===== src/rtl/inst_fifo_pkg.sv =====
// Shared definitions for the instruction FIFO: default depth, pointer width,
// the stored entry layout and a small slot-counting helper.
package inst_fifo_pkg;

    localparam int INST_FIFO_DEPTH = 16;
    localparam int INST_FIFO_PTR_W = $clog2(INST_FIFO_DEPTH);

    // One fetched instruction together with its program counter.
    typedef struct packed {
        logic [31:0] pc;
        logic [31:0] inst;
    } inst_entry_t;

    // Number of active slots for a paired enable where slot1 implies slot0.
    function automatic logic [1:0] slot_count(input logic en0, input logic en1);
        logic [1:0] n;
        n = 2'd0;
        if (en0) begin
            n = en1 ? 2'd2 : 2'd1;
        end
        return n;
    endfunction

endpackage


===== src/rtl/inst_fifo_ram.sv =====
// Entry storage for the instruction FIFO: two write ports, two combinational
// read ports, no reset (contents are only meaningful under the count).
module inst_fifo_ram
    import inst_fifo_pkg::*;
#(
    parameter int DEPTH = INST_FIFO_DEPTH,
    parameter int PTR_W = $clog2(DEPTH)
) (
    input  logic              clk,
    input  logic              wr_en0,
    input  logic [PTR_W-1:0]  wr_addr0,
    input  inst_entry_t       wr_data0,
    input  logic              wr_en1,
    input  logic [PTR_W-1:0]  wr_addr1,
    input  inst_entry_t       wr_data1,
    input  logic [PTR_W-1:0]  rd_addr0,
    output inst_entry_t       rd_data0,
    input  logic [PTR_W-1:0]  rd_addr1,
    output inst_entry_t       rd_data1
);

    inst_entry_t mem [DEPTH];

    // Both write ports update storage on the same edge; addresses never collide
    // because slot1 always targets the entry after slot0.
    always_ff @(posedge clk) begin
        if (wr_en0) begin
            mem[wr_addr0] <= wr_data0;
        end
        if (wr_en1) begin
            mem[wr_addr1] <= wr_data1;
        end
    end

    assign rd_data0 = mem[rd_addr0];
    assign rd_data1 = mem[rd_addr1];

endmodule


===== src/rtl/inst_fifo.sv =====
// Dual-issue instruction FIFO between fetch and decode. Up to two entries are
// written and up to two popped per cycle; head and head+1 are presented
// combinationally. A flush discards the contents.
// Optional build macro INST_FIFO_DS_KEEP_EN: a flush with flush_keep_ds keeps
// the first entry surviving this cycle's pops (the branch delay slot).
// DEPTH must be a power of two and at least 4.
module inst_fifo
    import inst_fifo_pkg::*;
#(
    parameter int DEPTH = INST_FIFO_DEPTH
) (
    input  logic        clk,
    input  logic        rst,
    input  logic        flush,
    input  logic        flush_keep_ds,
    input  logic        write_en0,
    input  logic        write_en1,
    input  logic [31:0] write_pc0,
    input  logic [31:0] write_inst0,
    input  logic [31:0] write_pc1,
    input  logic [31:0] write_inst1,
    input  logic        read_en0,
    input  logic        read_en1,
    output logic [31:0] read_pc0,
    output logic [31:0] read_inst0,
    output logic [31:0] read_pc1,
    output logic [31:0] read_inst1,
    output logic        fifo_empty,
    output logic        fifo_one,
    output logic        fifo_full
);

    localparam int PTR_W = $clog2(DEPTH);
    localparam int CNT_W = PTR_W + 1;
    localparam logic [CNT_W-1:0] CNT_ONE     = CNT_W'(1);
    localparam logic [CNT_W-1:0] FULL_THRESH = CNT_W'(DEPTH - 2);

    logic [PTR_W-1:0] rd_ptr_reg, rd_ptr_next;
    logic [PTR_W-1:0] wr_ptr_reg, wr_ptr_next;
    logic [CNT_W-1:0] count_reg, count_next;
    logic             empty_reg, one_reg, full_reg;

    logic             wr_slot0, wr_slot1;
    logic [1:0]       wr_num;
    logic [1:0]       pop_num;

    inst_entry_t      wr_data0, wr_data1;
    inst_entry_t      rd_data [2];
    inst_entry_t      head    [2];
    logic [PTR_W-1:0] rd_addr [2];
    logic             rd_valid[2];

    // Writes are all-or-nothing on the registered full flag and are dropped
    // whenever the queue is being cleared.
    assign wr_slot0 = write_en0 & ~full_reg & ~flush & ~rst;
    assign wr_slot1 = wr_slot0 & write_en1;
    assign wr_num   = slot_count(wr_slot0, wr_slot1);

    assign wr_data0 = '{pc: write_pc0, inst: write_inst0};
    assign wr_data1 = '{pc: write_pc1, inst: write_inst1};

    // Pops are limited by the pre-edge occupancy; a second pop needs two entries.
    always_comb begin
        pop_num = 2'd0;
        if (read_en0 && count_reg != '0) begin
            pop_num = (read_en1 && count_reg > CNT_ONE) ? 2'd2 : 2'd1;
        end
    end

`ifdef INST_FIFO_DS_KEEP_EN
    logic [PTR_W-1:0] survivor_ptr;
    logic             survivor_valid;

    // The delay-slot candidate is the first entry not consumed this cycle.
    assign survivor_ptr   = rd_ptr_reg + PTR_W'(pop_num);
    assign survivor_valid = count_reg > CNT_W'(pop_num);
`else
    logic unused_flush_keep_ds;
    assign unused_flush_keep_ds = flush_keep_ds;
`endif

    // Next-state pointers and count; flush overrides normal read/write traffic.
    always_comb begin
        rd_ptr_next = rd_ptr_reg;
        wr_ptr_next = wr_ptr_reg;
        count_next  = count_reg;
        if (flush) begin
`ifdef INST_FIFO_DS_KEEP_EN
            if (flush_keep_ds && survivor_valid) begin
                rd_ptr_next = survivor_ptr;
                wr_ptr_next = survivor_ptr + PTR_W'(1);
                count_next  = CNT_ONE;
            end else begin
                rd_ptr_next = wr_ptr_reg;
                count_next  = '0;
            end
`else
            rd_ptr_next = wr_ptr_reg;
            count_next  = '0;
`endif
        end else begin
            rd_ptr_next = rd_ptr_reg + PTR_W'(pop_num);
            wr_ptr_next = wr_ptr_reg + PTR_W'(wr_num);
            count_next  = count_reg + CNT_W'(wr_num) - CNT_W'(pop_num);
        end
    end

    // State registers; status flags are registered from the next count.
    always_ff @(posedge clk) begin
        if (rst) begin
            rd_ptr_reg <= '0;
            wr_ptr_reg <= '0;
            count_reg  <= '0;
            empty_reg  <= 1'b1;
            one_reg    <= 1'b0;
            full_reg   <= 1'b0;
        end else begin
            rd_ptr_reg <= rd_ptr_next;
            wr_ptr_reg <= wr_ptr_next;
            count_reg  <= count_next;
            empty_reg  <= (count_next == '0);
            one_reg    <= (count_next == CNT_ONE);
            full_reg   <= (count_next > FULL_THRESH);
        end
    end

    // Head and head+1 read ports, each zeroed when that entry is not occupied.
    for (genvar gi = 0; gi < 2; gi++) begin : g_head
        assign rd_addr[gi]  = rd_ptr_reg + PTR_W'(gi);
        assign rd_valid[gi] = count_reg > CNT_W'(gi);
        assign head[gi]     = rd_valid[gi] ? rd_data[gi] : '0;
    end

    inst_fifo_ram #(
        .DEPTH (DEPTH),
        .PTR_W (PTR_W)
    ) u_ram (
        .clk      (clk),
        .wr_en0   (wr_slot0),
        .wr_addr0 (wr_ptr_reg),
        .wr_data0 (wr_data0),
        .wr_en1   (wr_slot1),
        .wr_addr1 (wr_ptr_reg + PTR_W'(1)),
        .wr_data1 (wr_data1),
        .rd_addr0 (rd_addr[0]),
        .rd_data0 (rd_data[0]),
        .rd_addr1 (rd_addr[1]),
        .rd_data1 (rd_data[1])
    );

    assign read_pc0   = head[0].pc;
    assign read_inst0 = head[0].inst;
    assign read_pc1   = head[1].pc;
    assign read_inst1 = head[1].inst;

    assign fifo_empty = empty_reg;
    assign fifo_one   = one_reg;
    assign fifo_full  = full_reg;

endmodule


===== config.mk =====
export PLATFORM = sky130hd
export DESIGN_NAME = inst_fifo
export DESIGN_NICKNAME = d
export VERILOG_FILES = /design/src/rtl/inst_fifo_pkg.sv /design/src/rtl/inst_fifo_ram.sv /design/src/rtl/inst_fifo.sv
export SDC_FILE = /design/constraint.sdc
export NUM_CORES = 2
export LEC_CHECK = 0
export CAP_MARGIN = 20
export CORE_MARGIN = 3
export CORE_UTILIZATION = 56
export DETAILED_ROUTE_END_ITERATION = 8
export MAX_ROUTING_LAYER = met4
export PLACE_DENSITY_LB_ADDON = 0.08
export SLEW_MARGIN = 40
export SYNTH_ARGS = -nofsm -noshare
export SYNTH_HDL_FRONTEND = slang
export SYNTH_SLANG_ARGS = --single-unit

===== constraint.sdc =====
create_clock -name clk -period 6.2 [get_ports clk]
set_input_delay 0.62 -clock clk [delete_from_list [all_inputs] [get_ports clk]]
set_output_delay 0.62 -clock clk [all_outputs]
set_load 0.02 [all_outputs]

Metal 1:
The bar under the picture is 100 um long.
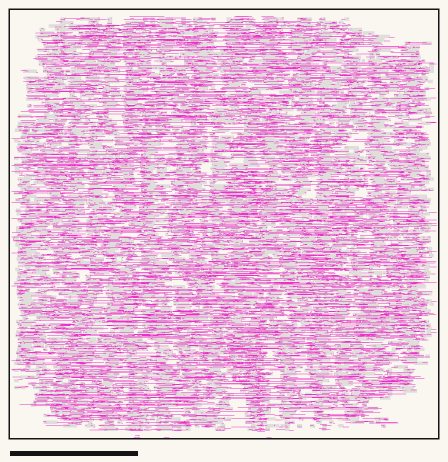
- main direction: horizontal
- share of all routed wire: 37%
- longest straight run: 75.4 um
- nets with wire on the layer: 3713
- wire length on this layer: 69.5 mm
vias post-DR: 37600
met1 Use GR: 0.442

Metal 2:
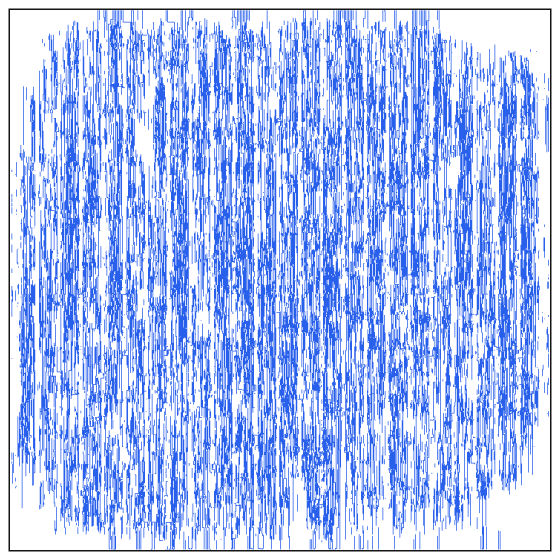
- longest straight run: 148 um
- wire length on this layer: 93.6 mm
- share of all routed wire: 50%
- main direction: vertical
Post-Route WL: 188000 um
met2 Usage GRT: 0.559

M3 wires:
The bar under the picture is 100 um long.
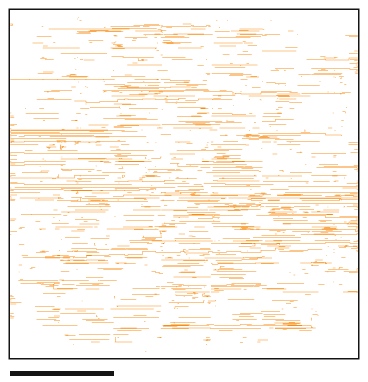
- share of all routed wire: 9.2%
- nets with wire on the layer: 500
- main direction: horizontal
- wire length on this layer: 17200 um
- longest straight run: 154 um
GRT met3 Usage: 0.0576

The metal 4 layer:
The bar under the picture is 100 um long.
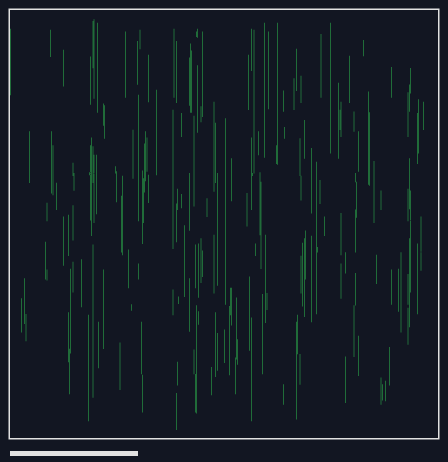
- nets with wire on the layer: 85
- share of all routed wire: 4.1%
- wire length on this layer: 7640 um
- longest straight run: 146 um
- main direction: vertical

==> flow_summary.json <==
{
  "outcome": "complete, no violations",
  "fillers": 7498,
  "fin_crit_sh": 0.833,
  "cts-buffers-inserted": 113,
  "critPathKind": "reg -> out",
  "ys_cells": 3631,
  "coreArea_um2": 106000,
  "synthArstFlopShare": 0,
  "path_max_fanout": 30,
  "synthCells": 3631,
  "drv_cap": 0,
  "drtIter0Drc": 4411,
  "rrSetupSlack_ns": 2.68,
  "clk_latency_ns": 0.70,
  "skew_ns": 0.0202,
  "die_h_um": 335,
  "final_cell_mix": "mux2_2, edfxtp_1, mux4_2, clkdlybuf4s50_1, mux2i_1",
  "globalRouteOverflowTotal": 0,
  "grt_pass1_vias": 39000,
  "p_int_uw": 14300,
  "hold_viol": 0,
  "p_switching_uw": 6360,
  "clock_power_share": 0.324,
  "clockBufferDepth": 3,
  "hold_class": "reg -> reg",
  "syn_avg_cell_area_um2": 16.7,
  "fp-utilization": 0.569,
  "share_comb_of_total_power": 0.296,
  "stdcell_count": 5194,
  "die_w_um": 335,
  "worst_pin_slew_ns": 0.926,
  "swShare": 0.308,
  "hold_slack_ns": 0.606,
  "p_leak_uw": 0.0229,
  "finalSetupTns_ns": 0,
  "reg2regPathDepth": 5,
  "gp_congestion": 0.842,
  "grt_setup_unrepaired": "no",
  "timing.rr.start": "fifo_full$_SDFF_PP0_",
  "io_pins": 267,
  "yosys_area_um2": 60500,
  "final.min_clock_period_ns": 5.16,
  "seqPwrFrac": 0.380,
  "warning_count": 30,
  "hold_end": "wr_ptr_reg[0]$_SDFFE_PP0N_",
  "cp.required_ns": 5.58,
  "netlist_area_um2": 60500,
  "hpwlAfterDp_um": 104000,
  "crit_arrival_ns": 4.54,
  "design_area_um2": 68200,
  "rows": 119,
  "yosysWarnings": 0,
  "syn-num-nets": 3781,
  "dpl-instance-area_um2": 64500,
  "min_from": "wr_ptr_reg[0]$_SDFFE_PP0N_",
  "synth.distinct_cells": 53,
  "r2r-end": "u_ram.mem[12][19]$_DFFE_PP_",
  "synth-edff-count": 1024,
  "die_area_um2": 112000,
  "routedWlPerCell_um": 36.2,
  "hold_buffers": 0,
  "antenna_found_initial": 18,
  "ys.flop_type": "edfxtp_1",
  "io_buffer_count": 265,
  "power_uw": 20700,
  "setup_violations": 0,
  "final-max-slew-violation-count": 0,
  "holdPathStages": 2,
  "seq_area_um2": 31100,
  "cts.sinks": 1040,
  "grt.total_usage": 0.345,
  "htree_levels": 3,
  "postCtsSetupBuffers": 0,
  "logic_area_um2": 28000,
  "area_growth_pct": 12.7,
  "detail_route.vias_per_cell": 7.24,
  "cts_resized": 0,
  "drc": 0,
  "ir_worst_vdd_uv": 445,
  "root_buffer": "clkbuf_16",
  "p_per_area_nw_per_um2": 303,
  "clk_pin_slew_ns": 0.06,
  "cp-start-kind": "flip-flop",
  "final_antenna_net_count": 0,
  "relSlewSlack": 0.381,
  "grt_pass1_wl_um": 271000,
  "endpoint_kind": "output pin",
  "finalNetCount": 3837,
  "cts_tree": "built",
  "grt_max_degree": 135,
  "firstDrtPassIters": 5,
  "ys_seq_frac": 0.513,
  "largest_reg_flops": 1024,
  "place_inst": 4961,
  "synth-seq-cells": 1040,
  "max_freq_mhz": 194
}
worst max-delay path, stage by stage (launching register included):
cell	delay (ns)
dfxtp_4	0.77
buf_4	0.57
nand2_1	0.70
a211oi_1	0.51
o31ai_1	0.11
a221o_1	0.51
clkdlybuf4s50_1	0.60
power by group through the flow:
| stage | combinational (uW) | clock [uW] | sequential, uW |
|---|---|---|---|
| 2_1_floorplan | 3590 | 0 | 7960 |
| 3_5_place_dp | 6080 | 0 | 8000 |
| 3_3_place_gp | 5950 | 0 | 7990 |
| 5_1_grt | 6380 | 7010 | 7850 |
| 4_1_cts | 6110 | 6750 | 7850 |
| 6_report | 6120 | 6680 | 7850 |
cells in the mapped netlist, drive strengths merged (12+ instances only):
master	count	area (um^2)
edfxtp	1024	30700
mux2	1024	11500
mux4	489	11000
mux2i	235	2350
buf	211	1050
clkbuf	208	783
o22ai	106	663
nand2	41	169
nor2b	35	219
nand3	29	145
nor2	26	97.6
a22oi	24	180
a211oi	23	173
dfxtp	16	320
nor3	15	75.1
inv	14	52.6
o211ai	12	90.1
cell type report:
type | instances | share of cell area
well taps | 1391 | 0.0255
repair buffers | 360 | 0.0539
multi-input cells | 2158 | 0.410
clock inverters | 67 | 0.00882
inverters | 14 | 0.000843
diodes | 19 | 0.000697
flip-flops and latches | 1040 | 0.455
clock buffers | 145 | 0.0444
per-layer routing:
| metal | track usage | vias up | part of all wire |
|---|---|---|---|
| met1 | 0.442 | 19900 | 0.37 |
| met3 | 0.0576 | 464 | 0.092 |
| met2 | 0.559 | 2123 | 0.50 |
| li1 | - | 15200 | - |
| met4 | 0.126 | 0 | 0.041 |
| met5 | - | - | 0 |
cell families (layout without fill, tap and decap cells):
| logic type | after synthesis | in the layout | synth area share |
|---|---|---|---|
| XOR/XNOR | 9 | 9 | 0.00130 |
| adder cells (fa/ha/maj) | 14 | 14 | 0.00339 |
| flip-flops | 1040 | 1040 | 0.513 |
| AND/OR/NAND/NOR | 173 | 173 | 0.0153 |
| buffers and inverters | 433 | 586 | 0.0312 |
| multiplexers | 1748 | 1748 | 0.411 |
| other | 0 | 19 | 0 |
| AND-OR/OR-AND | 214 | 214 | 0.0243 |
per-stage QoR:
step	setup WS, ns	util
after floorplan	1.57	-
after global placement	1.71	0.605
after detailed placement	1.69	0.607
after CTS	1.03	0.641
after global routing	0.862	0.642
final	1.04	0.642
how the worst max path moves through the flow:
stage                        startpoint                    endpoint  slack (ns)  depth (start not counted)
2_1_floorplan                       rst   u_ram.mem[8][0]$_DFFE_PP_        1.57                          4
3_3_place_gp   rd_ptr_reg[1]$_SDFF_PP0_                read_pc0[20]        1.71                          6
3_5_place_dp                        rst  u_ram.mem[4][46]$_DFFE_PP_        1.69                          6
4_1_cts        rd_ptr_reg[1]$_SDFF_PP0_              read_inst0[14]        1.03                          6
5_1_grt        rd_ptr_reg[1]$_SDFF_PP0_              read_inst0[22]        0.86                          6
6_report       rd_ptr_reg[1]$_SDFF_PP0_               read_inst0[3]        1.04                          6
Power is estimated from default activity; no workload was simulated.
